**Run 1: metal 2**

(4 px per um)
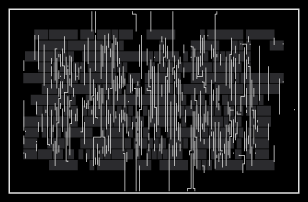
**Run 1: met3 routing**

(4 px per um)
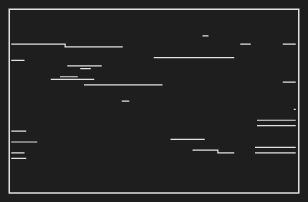
**Run 1: track usage over the die**

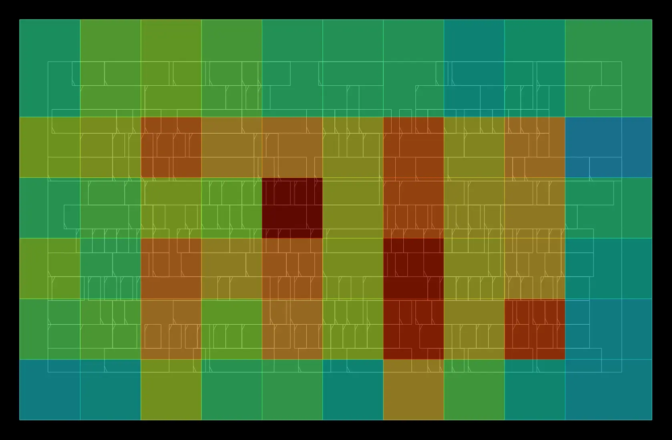
**Run 1: cell sizes after repair**

(6 px per um)
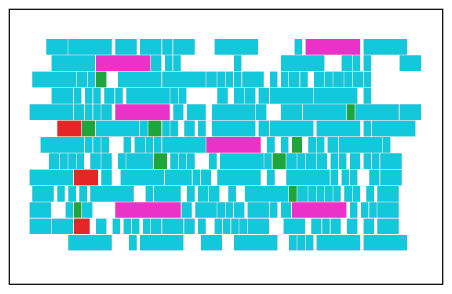
### src/rtl/serial_signed_subtractor_pkg.sv
// Shared types and constants for the bit-serial signed subtractor.
// Holds the FSM encoding, operand width and bit-counter sizing.
package serial_signed_subtractor_pkg;

   localparam int WIDTH = 6;
   localparam int CNT_W = $clog2(WIDTH);

   // Bit whose carry-out is the carry into the MSB (first overflow term)
   localparam logic [CNT_W-1:0] C4_IDX = CNT_W'(WIDTH - 2);
   // Bit index of the MSB, the last bit processed
   localparam logic [CNT_W-1:0] LAST_IDX = CNT_W'(WIDTH - 1);

   typedef enum logic [1:0] {
      IDLE = 2'd0,
      RUN  = 2'd1,
      DONE = 2'd2
   } state_t;

endpackage

### src/rtl/serial_signed_subtractor_fa_cell.sv
// Single-bit full-adder cell used by the serial subtractor.
// Purely combinational; the carry register lives in the parent.
module serial_fa_cell (
   input  logic a,
   input  logic b,
   input  logic cin,
   output logic sum,
   output logic cout
);

   assign sum  = a ^ b ^ cin;
   assign cout = (a & b) | (a & cin) | (b & cin);

endmodule

### src/rtl/serial_signed_subtractor.sv
// Bit-serial 6-bit two's-complement subtractor, a - b = a + ~b + 1, LSB first.
// Optional SERIAL_ADD_MODE_EN adds an op port (0 = add, 1 = subtract).
module serial_signed_subtractor
   import serial_signed_subtractor_pkg::*;
(
   input  logic             clk,
   input  logic             rst,
   input  logic             start,
   input  logic [WIDTH-1:0] a,
   input  logic [WIDTH-1:0] b,
`ifdef SERIAL_ADD_MODE_EN
   input  logic             op,
`endif
   output logic             busy,
   output logic             done,
   output logic [WIDTH-1:0] diff,
   output logic             carry_out,
   output logic             overflow
);

   state_t           state;
   logic [WIDTH-1:0] sh_a;
   logic [WIDTH-1:0] sh_b;
   logic [WIDTH-2:0] res;
   logic [CNT_W-1:0] cnt;
   logic             c;
   logic             c4;

   logic             sub_sel;
   logic [WIDTH-1:0] ld_b;
   logic             sum_bit;
   logic             carry_nxt;

`ifdef SERIAL_ADD_MODE_EN
   assign sub_sel = op;
`else
   assign sub_sel = 1'b1;
`endif

   // Subtraction feeds the inverted subtrahend; the +1 comes from carry-in
   assign ld_b = sub_sel ? ~b : b;

   serial_fa_cell u_fa (
      .a    (sh_a[0]),
      .b    (sh_b[0]),
      .cin  (c),
      .sum  (sum_bit),
      .cout (carry_nxt)
   );

   // Control FSM, serial datapath and registered outputs
   always_ff @(posedge clk) begin
      if (rst) begin
         state     <= IDLE;
         sh_a      <= '0;
         sh_b      <= '0;
         res       <= '0;
         cnt       <= '0;
         c         <= 1'b0;
         c4        <= 1'b0;
         busy      <= 1'b0;
         done      <= 1'b0;
         diff      <= '0;
         carry_out <= 1'b0;
         overflow  <= 1'b0;
      end else begin
         unique case (state)
            IDLE, DONE: begin
               done <= 1'b0;
               if (start) begin
                  sh_a  <= a;
                  sh_b  <= ld_b;
                  c     <= sub_sel;
                  c4    <= 1'b0;
                  cnt   <= '0;
                  busy  <= 1'b1;
                  state <= RUN;
               end else begin
                  state <= IDLE;
               end
            end
            RUN: begin
               res  <= {sum_bit, res[WIDTH-2:1]};
               sh_a <= sh_a >> 1;
               sh_b <= sh_b >> 1;
               c    <= carry_nxt;
               cnt  <= cnt + 1'b1;
               if (cnt == C4_IDX) begin
                  c4 <= carry_nxt;
               end
               if (cnt == LAST_IDX) begin
                  diff      <= {sum_bit, res};
                  carry_out <= carry_nxt;
                  overflow  <= c4 ^ carry_nxt;
                  busy      <= 1'b0;
                  done      <= 1'b1;
                  state     <= DONE;
               end
            end
            default: begin
               busy  <= 1'b0;
               done  <= 1'b0;
               state <= IDLE;
            end
         endcase
      end
   end

endmodule

### config.mk
export PLATFORM = sky130hd
export DESIGN_NAME = serial_signed_subtractor
export DESIGN_NICKNAME = d
export VERILOG_FILES = /design/src/rtl/serial_signed_subtractor_pkg.sv /design/src/rtl/serial_signed_subtractor_fa_cell.sv /design/src/rtl/serial_signed_subtractor.sv
export SDC_FILE = /design/constraint.sdc
export NUM_CORES = 1
export LEC_CHECK = 0
export ABC_AREA = 1
export ABC_CLOCK_PERIOD_IN_PS = 1900
export CAP_MARGIN = 15
export CORE_ASPECT_RATIO = 0.6
export CORE_MARGIN = 3
export CORE_UTILIZATION = 55
export CTS_BUF_LIST = sky130_fd_sc_hd__clkbuf_16
export DETAILED_ROUTE_END_ITERATION = 8
export PLACE_DENSITY_LB_ADDON = 0.12
export SETUP_SLACK_MARGIN = 0.05
export SYNTH_ARGS = -nofsm -noshare
export SYNTH_HDL_FRONTEND = slang
export SYNTH_SLANG_ARGS = --single-unit
### constraint.sdc
create_clock -name clk -period 1.9 [get_ports clk]
set_input_delay 0.285 -clock clk [delete_from_list [all_inputs] [get_ports clk]]
set_output_delay 0.285 -clock clk [all_outputs]
set_load 0.02 [all_outputs]
==> summary.log, run 1 <==
INFO  pwr            share_comb_of_total_power=0.109
INFO  cts            holdBufCountCts=0
INFO  cells_and_area insertedDiodeCount=0
INFO  pwr            switching_share=0.235
INFO  pwr            worst_vdd_drop=0.605mV
INFO  grt            met2_usage=0.363
INFO  drt            drt-pass1-iter-count=4
INFO  worst_setup_path worst-path-buf-inv=1
INFO  floorplan      floorplanUtilization=0.622
INFO  worst_setup_path critical-path-slowest-cell=dfxtp_1
INFO  drt            met2_length=1.43mm
INFO  place          place_congestion=0.757
INFO  final_timing   min_tclk_post_route=1.53ns
INFO  grt            grt_overflow=0
INFO  place          port_buffers=24
INFO  place          total_placed_instance_area=0.00167mm^2
INFO  floorplan      core=0.00231mm^2
INFO  place          post-place-cells=243
INFO  logic_synthesis top_non_seq_family=simple AND/OR/NAND/NOR gates
INFO  cts            clk_pin_slew=0.05ns
INFO  run            log.warning_count=28
INFO  outcome        status=finished, final reports clean
INFO  grt            grt-busiest-layer=met2
INFO  worst_setup_path reg2reg_depth=6
INFO  worst_hold_path holdPathEnd=overflow$_SDFFE_PP0P_
INFO  final_timing   period_utilisation_layout=0.805
INFO  pwr            power.static_leakage=0.824nW
INFO  final_timing   slew-limit-headroom=0.674
INFO  worst_setup_path crit_path_end_kind=flip-flop
INFO  cells_and_area largest_registers=diff x6, sh_a x6, sh_b x6
INFO  grt            grt_max_degree=29
INFO  worst_setup_path crit_path_start_kind=flip-flop
INFO  cells_and_area nNonClkBuffers=25
INFO  pwr            part_of_the_total_power_dissipated_in_the_clock_network=0.477
INFO  cells_and_area layout.cells.most_common_list=45 x nor2_1, 34 x dfxtp_1, 31 x nand2_1
INFO  final_timing   fin_worst_skew=0.00401ns
INFO  logic_synthesis yosys-stat-cells=195
INFO  worst_setup_path setup.worst_path.class=flip-flop to flip-flop
INFO  cts            post_cts_resized=0
INFO  cts            clk-insertion-delay-late=0.28ns
INFO  worst_hold_path hp-start=overflow$_SDFFE_PP0P_
INFO  cts            cts_tree=done
INFO  cells_and_area final_core_util=0.796
INFO  drt            via_count=1294
INFO  cells_and_area comb_share=0.342
Back to the opening pictures, 'metal 2':
longest straight run: 21.8 um
wire length on this layer: 1430 um
share of all routed wire: 45%

Back to the opening pictures, 'met3 routing':
main direction: horizontal
nets with wire on the layer: 21

Back to the opening pictures, 'track usage over the die':
met1 track utilization from global routing: 0.250
post-detailed-route wirelength per cell: 12.7 um

Back to the opening pictures, 'cell sizes after repair':
legend:
  x2:
    colour: green
    cells: 9
    share: 4.1%
  x1 and smaller:
    colour: cyan
    cells: 203
    share: 92%
  x3 and x4:
    colour: red
    cells: 3
    share: 1.4%
  x6 and larger:
    colour: magenta
    cells: 6
    share: 2.7%

==> run 2, diff against run 1 <==
ABC_CLOCK_PERIOD_IN_PS = 1400   (was 1900)
CORE_UTILIZATION = 46   (was 55)
clock period = 1.4 ns   (was 1.9 ns; I/O delays follow)
**Run 2: track usage over the die**

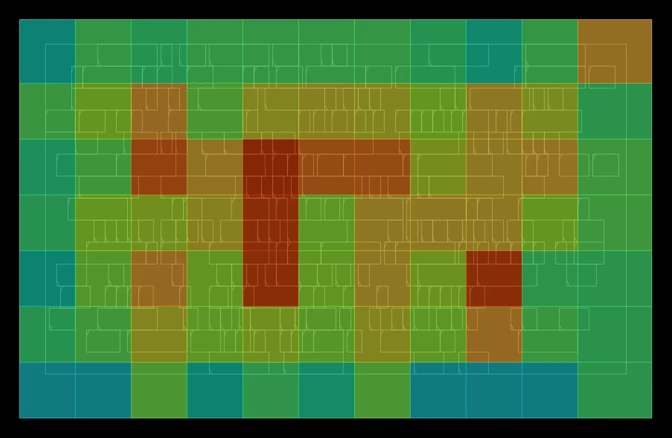
post-detailed-route wirelength per cell: 11.5 um
end-of-flow core utilization: 0.646

**Run 2: metal 2**

(4 px per um)
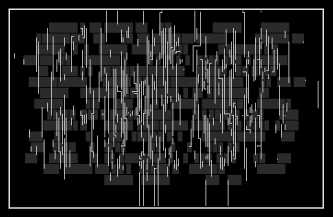
share of all routed wire: 45%
wire length on this layer: 1380 um
longest straight run: 22.8 um
main direction: vertical
nets with wire on the layer: 187
met2 usage in global routing: 0.287
Final Routed Wirelength: 3.10 mm
vias after detailed routing: 1284

==> run 2 against run 1 <==
Core utilization decreased by 15 points. Largest cell class unchanged. Global-route usage decreased by 3.3 points. Largest power group is now sequential cells. Wire length decreased by 2.9%. Critical path type unchanged.
==> summary.log, run 2 <==
INFO  final_timing   finalWorstSetupSlack=0.0868ns
INFO  cells_and_area nNonClkBuffers=32 [+28%]
INFO  pwr            switching_share=0.235 [+0.000952]
INFO  final_timing   min_tclk_post_route=1.31ns [-0.217 ns]
INFO  cts            post_cts_resized=10 [+10]
INFO  pwr            share_comb_of_total_power=0.130 [+0.021]
INFO  grt            grt_overflow=0 [unchanged]
INFO  worst_setup_path crit_path_end_kind=flip-flop
INFO  cells_and_area insertedDiodeCount=0 [unchanged]
INFO  final_timing   period_utilisation_layout=0.938 [+0.133]
INFO  worst_setup_path cp_max_fo=4
INFO  cells_and_area layout.cells.most_common_list=45 x nor2_1, 34 x dfxtp_1, 31 x nand2_1
INFO  worst_setup_path crit_path_start_kind=flip-flop
INFO  grt            groute.layer.met1.usage=0.243 [-0.00771]
INFO  cts            ctsRootBufferMaster=clkbuf_16
INFO  logic_synthesis synth_top_cell_by_area=dfxtp_1
INFO  floorplan      rows=15
INFO  worst_hold_path holdPathEnd=sh_a[5]$_SDFFE_PP0P_
INFO  logic_synthesis top_non_seq_family=simple AND/OR/NAND/NOR gates
INFO  final_timing   fin_worst_skew=0.00449ns [+0.000474 ns]
INFO  cells_and_area largest_registers=diff x6, sh_a x6, sh_b x6
INFO  cts            cts_tree=done
INFO  grt            track_usage=0.179
INFO  cts            clk_pin_slew=0.05ns [about the same]
INFO  final_timing   slew-limit-headroom=0.859 [+0.186]
INFO  drt            met2_length=1.38mm [-3.4%]
INFO  drt            drt-pass1-iter-count=4 [unchanged]
INFO  worst_setup_path critical-path-slowest-cell=fa_1
INFO  run            log.warning_count=28 [unchanged]
INFO  worst_setup_path setup.worst_path.class=flip-flop to flip-flop
INFO  pwr            power.static_leakage=0.914nW [+11%]
INFO  outcome        status=finished, final reports clean
INFO  cts            clk-insertion-delay-late=0.27ns [about the same]
INFO  worst_hold_path hp-start=sh_a[5]$_SDFFE_PP0P_
INFO  floorplan      core=0.00293mm^2 [+27%]
INFO  cells_and_area final-clk-cell-share=0.0701
INFO  worst_setup_path endpoint=overflow$_SDFFE_PP0P_
INFO  pwr            switching_power=0.000555W
INFO  pwr            part_of_the_total_power_dissipated_in_the_clock_network=0.416 [-0.061]
INFO  cts            holdBufCountCts=0 [unchanged]
INFO  floorplan      floorplanUtilization=0.491 [-0.131]
INFO  cells_and_area layout_top_cell_excl_fill_tap=nor2_1
INFO  drt            met3_wirelength=165um
==> run 3, diff against run 2 <==
CAP_MARGIN = 10   (was 15)
**Run 3: track usage over the die**

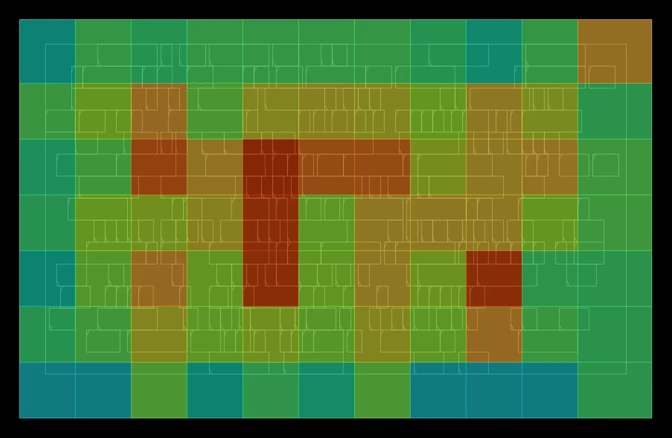
met1 track utilization from global routing: 0.243
busiest grt layer: met2
global routing met3 resource utilization: 0.0572
total global routing track utilization: 0.179

**Run 3: cell sizes after repair**

(6 px per um)
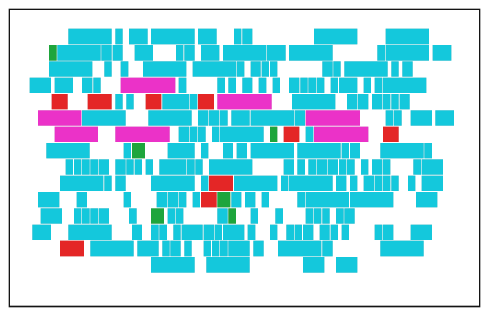
legend:
  x3 and x4:
    colour: red
    cells: 9
    share: 4.0%
  x2:
    colour: green
    cells: 6
    share: 2.6%
  x1 and smaller:
    colour: cyan
    cells: 205
    share: 90%
  x6 and larger:
    colour: magenta
    cells: 7
    share: 3.1%

==> run 3 against run 2 <==
Critical path type unchanged. Wire length unchanged. Largest cell class unchanged. Synthesized cell count unchanged. Global-route usage unchanged. Largest power group unchanged. Clock skew unchanged. Clock-buffer cell count unchanged.
==> summary.log, run 3 <==
INFO  pwr            switching_share=0.235 [unchanged]
INFO  pwr            switching_power=0.000555W [unchanged]
INFO  cells_and_area layout_top_cell_excl_fill_tap=nor2_1
INFO  cells_and_area final-clk-cell-share=0.0701 [unchanged]
INFO  final_timing   min_tclk_post_route=1.31ns [unchanged]
INFO  grt            met2_usage=0.287 [unchanged]
INFO  final_timing   period_utilisation_layout=0.938 [unchanged]
INFO  logic_synthesis synth_top_cell_by_area=dfxtp_1
INFO  drt            met3_wirelength=165um [unchanged]
INFO  worst_hold_path hp-start=sh_a[5]$_SDFFE_PP0P_
INFO  pwr            share_comb_of_total_power=0.130 [about the same]
INFO  logic_synthesis top_non_seq_family=simple AND/OR/NAND/NOR gates
INFO  worst_setup_path critical-path-slowest-cell=fa_1
INFO  cells_and_area largest_registers=diff x6, sh_a x6, sh_b x6
INFO  grt            grt_overflow=0 [unchanged]
INFO  cells_and_area final_core_util=0.646 [unchanged]
INFO  floorplan      core=0.00293mm^2 [unchanged]
INFO  final_timing   fin_worst_skew=0.00449ns [unchanged]
INFO  pwr            power.static_leakage=0.914nW [unchanged]
INFO  outcome        status=finished, final reports clean
INFO  drt            met2_length=1.38mm [unchanged]
INFO  cells_and_area nNonClkBuffers=32 [unchanged]
INFO  cts            ctsRootBufferMaster=clkbuf_16
INFO  worst_hold_path holdPathEnd=sh_a[5]$_SDFFE_PP0P_
INFO  worst_setup_path cp_max_fo=4 [unchanged]
INFO  cts            post_cts_resized=10 [unchanged]
INFO  floorplan      rows=15 [unchanged]
INFO  final_timing   finalWorstSetupSlack=0.0868ns [unchanged]
INFO  drt            via_count=1284 [unchanged]
INFO  worst_setup_path crit_path_end_kind=flip-flop
INFO  final_timing   slew-limit-headroom=0.859 [unchanged]
INFO  worst_setup_path endpoint=overflow$_SDFFE_PP0P_
INFO  cts            clk-insertion-delay-late=0.27ns [about the same]
No activity file was given, so power comes from the tool's default toggle rates.
